Fig. 1: run 1, metal 1
Scale bar: 20 um. Cells faint in the background.
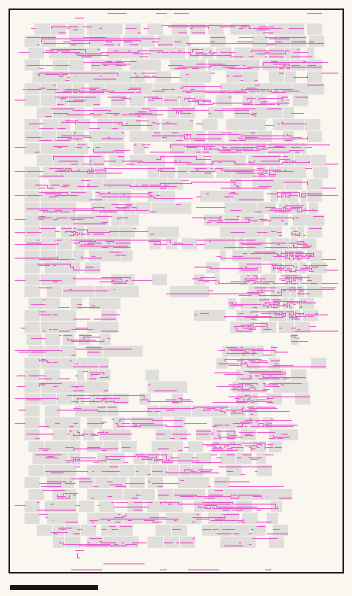
Fig. 2: run 1, the metal 2 layer
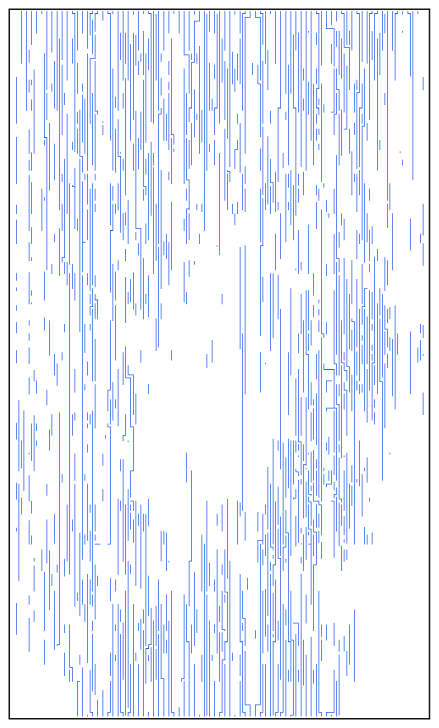
Fig. 3: run 1, the metal 3 layer
Scale bar: 20 um.
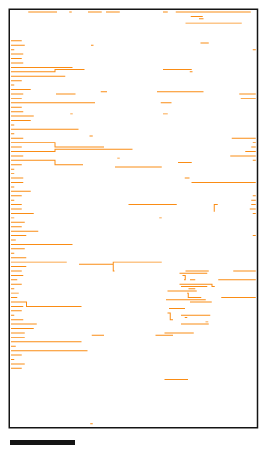
<file path="src/rtl/wb_arbiter_pkg.sv">
// Shared types for the writeback arbiter: the FU writeback packet and
// core-level sizing constants.
package wb_arbiter_pkg;

    localparam int ROB_W      = 6;
    localparam int EPOCH_W    = 2;
    localparam int N_WB_PORTS = 4;

    typedef struct packed {
        logic [ROB_W-1:0]   rob_idx;
        logic [EPOCH_W-1:0] epoch;
        logic               is_branch;
        logic               mispredict;
        logic [31:0]        result;
    } fu_wb_t;

    // A packet that should jump the round-robin queue to start recovery early.
    function automatic logic is_mispredict(input fu_wb_t pkt);
        return pkt.is_branch && pkt.mispredict;
    endfunction

endpackage

</file>
<file path="src/rtl/rr_arbiter.sv">
// Round-robin priority picker: grants the first requester at or after ptr,
// wrapping from N-1 back to 0. Purely combinational.
module rr_arbiter #(
    parameter int N = 4,
    parameter int W = $clog2(N)
) (
    input  logic [N-1:0] req,
    input  logic [W-1:0] ptr,
    output logic [N-1:0] gnt,
    output logic [W-1:0] gnt_idx,
    output logic         any_gnt
);

    logic [W-1:0] idx;

    // Modulo-N add that also works when N is not a power of two.
    function automatic logic [W-1:0] wrap_add(input logic [W-1:0] base, input int off);
        logic [W:0] s;
        s = {1'b0, base} + (W+1)'(off);
        if (s >= (W+1)'(N)) s = s - (W+1)'(N);
        return s[W-1:0];
    endfunction

    // Scan requesters starting from ptr; first hit wins.
    always_comb begin
        gnt     = '0;
        gnt_idx = '0;
        any_gnt = 1'b0;
        idx     = '0;
        for (int k = 0; k < N; k++) begin
            idx = wrap_add(ptr, k);
            if (!any_gnt && req[idx]) begin
                gnt[idx] = 1'b1;
                gnt_idx  = idx;
                any_gnt  = 1'b1;
            end
        end
    end

endmodule

</file>
<file path="src/rtl/wb_arbiter.sv">
// Shares the single ROB writeback port between N_FU functional units.
// Round-robin selection, optional priority for mispredicted branches, and one
// registered output stage (1-cycle latency, full throughput under wb_ready).
module wb_arbiter
    import wb_arbiter_pkg::*;
#(
    parameter int N_FU    = N_WB_PORTS,
    parameter int FU_W    = $clog2(N_FU),
    parameter int BR_PRIO = 1
) (
    input  logic            clk,
    input  logic            rst,
    input  logic [N_FU-1:0] fu_valid,
    output logic [N_FU-1:0] fu_ready,
    input  fu_wb_t          fu_pkt [N_FU],
    output logic            wb_valid,
    input  logic            wb_ready,
    output fu_wb_t          wb_pkt,
    output logic [FU_W-1:0] wb_src,
    input  logic            flush_valid
);

    logic [N_FU-1:0] br_req;
    logic [N_FU-1:0] req_masked;
    logic [N_FU-1:0] gnt;
    logic [FU_W-1:0] gnt_idx;
    logic [FU_W-1:0] rr_ptr;
    logic            any_gnt;
    logic            slot_free;
    logic            accept;

    // Requests that carry a branch mispredict; these may pre-empt everyone else.
    always_comb begin
        br_req = '0;
        for (int i = 0; i < N_FU; i++) begin
            br_req[i] = fu_valid[i] && is_mispredict(fu_pkt[i]);
        end
    end

    assign req_masked = ((BR_PRIO != 0) && (|br_req)) ? br_req : fu_valid;

    rr_arbiter #(
        .N (N_FU),
        .W (FU_W)
    ) u_rr (
        .req     (req_masked),
        .ptr     (rr_ptr),
        .gnt     (gnt),
        .gnt_idx (gnt_idx),
        .any_gnt (any_gnt)
    );

    // The slot refills in the same cycle it drains, so no bubble under steady wb_ready.
    assign slot_free = !wb_valid || wb_ready;
    assign fu_ready  = (slot_free && !flush_valid && !rst) ? gnt : '0;
    assign accept    = any_gnt && slot_free && !flush_valid && !rst;

    // Output register and round-robin pointer; reset beats flush, flush beats accept.
    always_ff @(posedge clk) begin
        if (rst) begin
            wb_valid <= 1'b0;
            wb_pkt   <= '0;
            wb_src   <= '0;
            rr_ptr   <= '0;
        end else if (flush_valid) begin
            wb_valid <= 1'b0;
        end else if (accept) begin
            wb_valid <= 1'b1;
            wb_pkt   <= fu_pkt[gnt_idx];
            wb_src   <= gnt_idx;
            rr_ptr   <= (gnt_idx == FU_W'(N_FU - 1)) ? '0 : gnt_idx + 1'b1;
        end else if (wb_ready) begin
            wb_valid <= 1'b0;
        end
    end

endmodule

</file>
<file path="config.mk">
export PLATFORM = sky130hd
export DESIGN_NAME = wb_arbiter
export DESIGN_NICKNAME = d
export VERILOG_FILES = /design/src/rtl/wb_arbiter_pkg.sv /design/src/rtl/rr_arbiter.sv /design/src/rtl/wb_arbiter.sv
export SDC_FILE = /design/constraint.sdc
export NUM_CORES = 1
export LEC_CHECK = 0
export ABC_CLOCK_PERIOD_IN_PS = 8100
export CAP_MARGIN = 5
export CORE_ASPECT_RATIO = 1.75
export CORE_MARGIN = 3
export CORE_UTILIZATION = 40
export DETAILED_ROUTE_END_ITERATION = 10
export PLACE_DENSITY = 0.95
export REMOVE_ABC_BUFFERS = 1
export SLEW_MARGIN = 10
export SYNTH_ARGS = -nofsm -noshare
export SYNTH_HDL_FRONTEND = slang
export SYNTH_SLANG_ARGS = --single-unit
</file>
<file path="constraint.sdc">
create_clock -name clk -period 8.1 [get_ports clk]
set_input_delay 0.81 -clock clk [delete_from_list [all_inputs] [get_ports clk]]
set_output_delay 0.81 -clock clk [all_outputs]
set_load 0.005 [all_outputs]
</file>
==> impl_metrics.toml, run 1 <==
# generated from flow reports
[synth]
yosys.area_share.aoi = 0.1761
ys_sh_mux = 0.3174
numSynthFlops = 47
most_common_cell = "dfxtp_1"
synth.distinct_cells = 40
synth_adder_area_share = 0.02569
flop_cell = "dfxtp_1"
ys_sh_simple = 0.1589
avgSynthCellArea_um2 = 11.22
synth.logic.top_family = "multiplexers"
yosys_cells = 304
async_flop_share = 0
common_cells = "dfxtp_1, a21o_1, mux4_2, nor3b_1, nand2_1"
ys_sh_xor = 0.002569

[power_and_ir_drop]
p_leak_nw = 2.368
peakVddDrop_mv = 0.09346
power_frac_comb = 0.477
pg_comb_w = 0.000456
power_leader = "combinational logic"
netSwitchingPower_w = 0.0002767
switching_share = 0.2894
intPower_w = 0.0006792
p_seq_frac = 0.300
pg_clk_w = 0.000212
p_per_area_nw_per_um2 = 163.8

[clock_tree]
cts_sinks = 47
cts_max_path_buffers = 2
cts_root_buf = "clkbuf_16"
hold_buffers = 0
ctsResizeCount = 0
post-cts-setup-buffer-count = 0
clk_pin_slew_worst_paths_ps = 60
tritoncts = "built"
clk-insertion-delay-late_ps = 290

[job]
tool_warnings = 31

[route]
via_count = 3465
drtPass1Iterations = 4
wl_per_cell_um = 18.92

[worst_hold_path]
hold_class = "flip-flop to flip-flop"

[sta]
holdWs_ps = 463.1
slew_viol_final = 0
final-hold-violation-count = 0
worstMarginPinSlew_ps = 890.2
fin_skew_ps = 7.756
tns_ps = 0
setup_violations = 0
rsz0062_at_grt = "no"
slew_headroom = 0.4065

[floorplanning]
die_x_um = 75.79
dieArea_um2 = 9711
io_pins = 225

[critical_path]
start_kind = "input pin"
r2r-start = "rr_ptr[0]"
r2r-end = "wb_pkt[10]"
rrSetupSlack_ps = 3990
ff2ff_path_depth = 8
critPathRequiredTime_ps = 7290
crit_type = "input pin to output port"
critPathLaunch = "fu_valid[3]"

[global_routing]
grt_pass1_vias = 3682
track_usage = 0.2464

[placement]
gp_congestion = 0.8888
port_buffers = 224

[finish]
seq_share = 0.1613
regArea_um2 = 940.9
clock_area_frac = 0.02616
n_all_buffers = 227
comb_area_um2 = 2330
largest_class = "combinational gates"
comb.multi_input.count = 229
inv_count = 2

[run_status]
outcome = "complete, no violations"
## Picture notes: Fig. 1
share of all routed wire: 32%
longest straight run: 36.3 um
wire length on this layer: 3,850 um

## Picture notes: Fig. 2
longest straight run: 54.4 um
main direction: vertical
nets with wire on the layer: 638
share of all routed wire: 57%

## Picture notes: Fig. 3
longest straight run: 25.5 um
main direction: horizontal
share of all routed wire: 7.2%
wire length on this layer: 859 um
nets with wire on the layer: 125

-- run 1: cell usage in the layout (no fill, tap or decap), types with 2 or more instances in the layout --
cell	instances
ha_1	7
nand3_1	6
dfxtp_1	47
inv_1	2
and3_1	4
a41o_1	2
nor2_1	6
mux2i_1	8
clkbuf_16	5
nand2_1	21
a21o_1	43
nor3b_1	43
a31oi_1	3
mux4_2	43
o21ai_0	8
a21oi_1	7
mux2_2	3
a21boi_0	4
nand3_2	2
buf_4	3
clkdlybuf4s50_1	223
-- run 1: critical path, stage by stage --
cell             delay (ps)
clkdlybuf4s50_1         580
nand3_1                 250
o311a_1                 370
o21ai_2                 270
mux2i_1                 270
o21ai_0                 270
mux2i_1                 120
a21oi_1                 170
clkdlybuf4s50_1         520
-- run 1: worst min path at each step --
stage / to / cells past startpoint / slack, ps / startpoint
2_1_floorplan: wb_src[0] / 2 / 450 / wb_src[0]
3_5_place_dp: wb_src[1] / 2 / 450 / wb_src[1]
3_3_place_gp: wb_src[1] / 2 / 450 / wb_src[1]
4_1_cts: wb_src[1] / 2 / 460 / wb_src[1]
5_1_grt: wb_src[1] / 2 / 490 / wb_src[1]
6_report: wb_src[1] / 2 / 460 / wb_src[1]
-- run 1: per-stage QoR --
stage	std cells	instance area, um2	util
finish	628	5834	0.7018
floorplan	278	3269	-
detailed placement	620	5682	0.6835
CTS	628	5834	0.7018
global placement	620	5682	0.6835
global route	628	5834	0.7018
-- run 1: registers in the layout, summed over array words and instances, names as in the netlist --
name      cells
rr_ptr        2
wb_pkt       42
wb_src        2
wb_valid      1
-- run 1: routing by layer --
layer,track usage,routed length [um],vias up,share of wire
met1,0.2530,3846,1659,0.32
met5,0,0,-,0
li1,-,-,1609,-
met2,0.4495,6732,167,0.57
met3,0.06672,859,30,0.072
met4,0.09784,444,0,0.037
==> inputs of run 2 (changes only) <==
ABC_CLOCK_PERIOD_IN_PS = 4100   (was 8100)
CORE_UTILIZATION = 37   (was 40)
PLACE_DENSITY = 0.91   (was 0.95)
clock period = 4.1 ns   (was 8.1 ns; I/O delays follow)
Fig. 4: run 2, clock routing
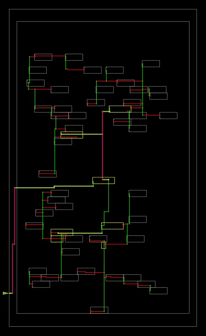
clock buffers: 6
P_clk: 0.000401 W
cts bufs inserted: 5
clk sinks: 47
Worst Clk Skew: 5.428 ps

Fig. 5: run 2, the metal 2 layer
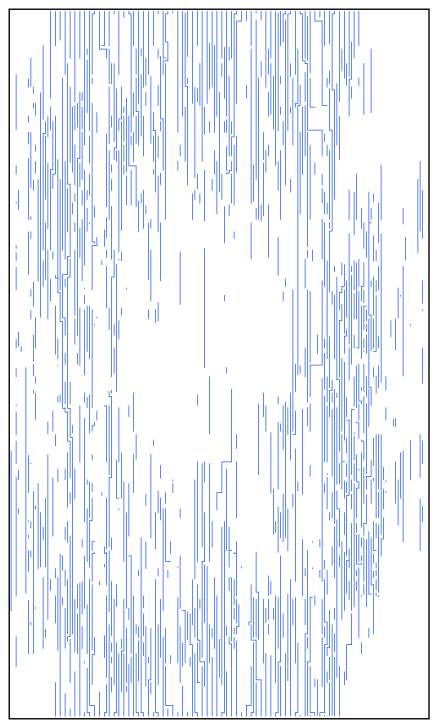
longest straight run: 50.7 um
main direction: vertical
wire length on this layer: 7,100 um
share of all routed wire: 58%
nets with wire on the layer: 635

==> impl_metrics.toml, run 2 <==
# generated from flow reports
[synth]
ys_sh_simple = 0.1589
async_flop_share = 0
synth.distinct_cells = 40
synth_adder_area_share = 0.02569
synth.logic.top_family = "multiplexers"
top_area_frac = 0.2840
numSynthFlops = 47
most_common_cell = "dfxtp_1"
flop_cell = "dfxtp_1"
yosys.area_share.aoi = 0.1761
yosysTopAreaCell = "mux4_2"
ys_sh_xor = 0.002569
avgSynthCellArea_um2 = 11.22
yosys_cells = 304
ys_sh_mux = 0.3174
common_cells = "dfxtp_1, a21o_1, mux4_2, nor3b_1, nand2_1"

[clock_tree]
cts_root_buf = "clkbuf_16"
cts_max_path_buffers = 2
hold_buffers = 0
ctsResizeCount = 0
tritoncts = "built"
clk-insertion-delay-late_ps = 280
post-cts-setup-buffer-count = 0
clk_pin_slew_worst_paths_ps = 60
htreeDepth = 2

[power_and_ir_drop]
p_per_area_nw_per_um2 = 320.9
peakVddDrop_mv = 0.2807
p_leak_nw = 2.388

[finish]
fill_cells = 683
inv_count = 2
largest-register = "wb_pkt"
largest_reg_flops = 42
layout_top_cell = "clkdlybuf4s50_1"
regArea_um2 = 940.9
antennaDiodeCount = 0
top_regs = "wb_pkt: 42 flops, rr_ptr: 2 flops, wb_src: 2 flops"
final_cell_mix = "clkdlybuf4s50_1, dfxtp_1, mux4_2, nor3b_1, a21o_1"
fin_area_um2 = 5866
final_nets = 700
clock_area_frac = 0.02453
n_all_buffers = 232
fin_util = 0.6636
seq_cells = 47
comb_area_um2 = 2330
seq_share = 0.1604
largest_class = "combinational gates"
comb.multi_input.count = 229

[sta]
worstMarginPinSlew_ps = 614.6
setup_violations = 0
tns_ps = 0
slew_headroom = 0.5786
final-hold-violation-count = 0
rsz0062_at_grt = "no"
holdWs_ps = 450.1
slew_viol_final = 0

[worst_hold_path]
hold_class = "input pin to flip-flop"
worstHoldPathCells = 3

[job]
tool_warnings = 31

[floorplanning]
die_x_um = 78.57
dieArea_um2 = 10450
io_pins = 225
nWellTaps = 117

[critical_path]
crit_type = "input pin to output port"
ff2ff_path_depth = 8
critPathRequiredTime_ps = 3690
max_stage_delay_ps = 540
start_kind = "input pin"
critPathLaunch = "fu_valid[3]"
r2r-start = "rr_ptr[1]"
path_depth = 9
rrSetupSlack_ps = 850
crit_family = "buffers and inverters"
critPathSlowestCell = "clkdlybuf4s50_1"
cp.arrival_ps = 3150
path_cells = "clkdlybuf4s50_1 > nand3_1 > o311a_1 > o21ai_2 > mux2i_1 > o21ai_0 > mux2i_1 > a21oi_1 > clkdlybuf4s50_1"
path_buffers = 2
r2r-end = "wb_pkt[28]"

[placement]
postPlaceCellArea_um2 = 5722
port_buffers = 224
gp_congestion = 0.8312

[run_status]
outcome = "complete, no violations"

[global_routing]
grt_pass1_vias = 3822
track_usage = 0.2377

[route]
drtPass1Iterations = 4
via_count = 3478
wl_per_cell_um = 19.42
drc = 0
run 2: worst min path at each step:
stage / start / end / slack [ps]
6_report: rst / wb_valid / 450
5_1_grt: rst / wb_valid / 450
4_1_cts: rst / wb_valid / 440
3_5_place_dp: wb_src[1] / wb_src[1] / 460
3_3_place_gp: wb_src[1] / wb_src[1] / 450
2_1_floorplan: wb_src[0] / wb_src[0] / 450
run 2: cells by family (layout without fill, tap and decap cells):
logic type | after synthesis | count (layout)
AND-OR/OR-AND | 79 | 79
adder cells (fa/ha/maj) | 7 | 7
flip-flops | 47 | 47
multiplexers | 54 | 54
AND/OR/NAND/NOR | 88 | 88
buffers and inverters | 28 | 241
XOR/XNOR | 1 | 1
run 2: worst min-delay path: cells and delay by family:
family,cells,cell delay (ps)
and+or+nand+nor,1,50
AOI/OAI and AO/OA,1,110
buffers and inverters,1,100
run 2: report_power, final:
part	switching, W	internal [W]
registers	0.0000352	0.000528
clock network	0.000163	0.000238
logic	0.000340	0.000578
run 2: metal layers:
layer | global-route usage | share of wire
met3 | 0.06471 | 0.067
met1 | 0.2156 | 0.31
met5 | 0 | 0
met4 | 0.1158 | 0.051
met2 | 0.4636 | 0.58
run 2: per-stage QoR:
| stage | power [W] | instances | setup slack (ps) |
|---|---|---|---|
| 3_5_place_dp | 0.001497 | 627 | 516.3 |
| 4_1_cts | 0.001905 | 634 | 567.7 |
| 2_1_floorplan | 0.001066 | 278 | -608.6 |
| 6_report | 0.001882 | 634 | 542.5 |
| 3_3_place_gp | 0.001462 | 627 | 638.8 |
| 5_1_grt | 0.001989 | 634 | 369.7 |
No activity file was given, so power comes from the tool's default toggle rates.
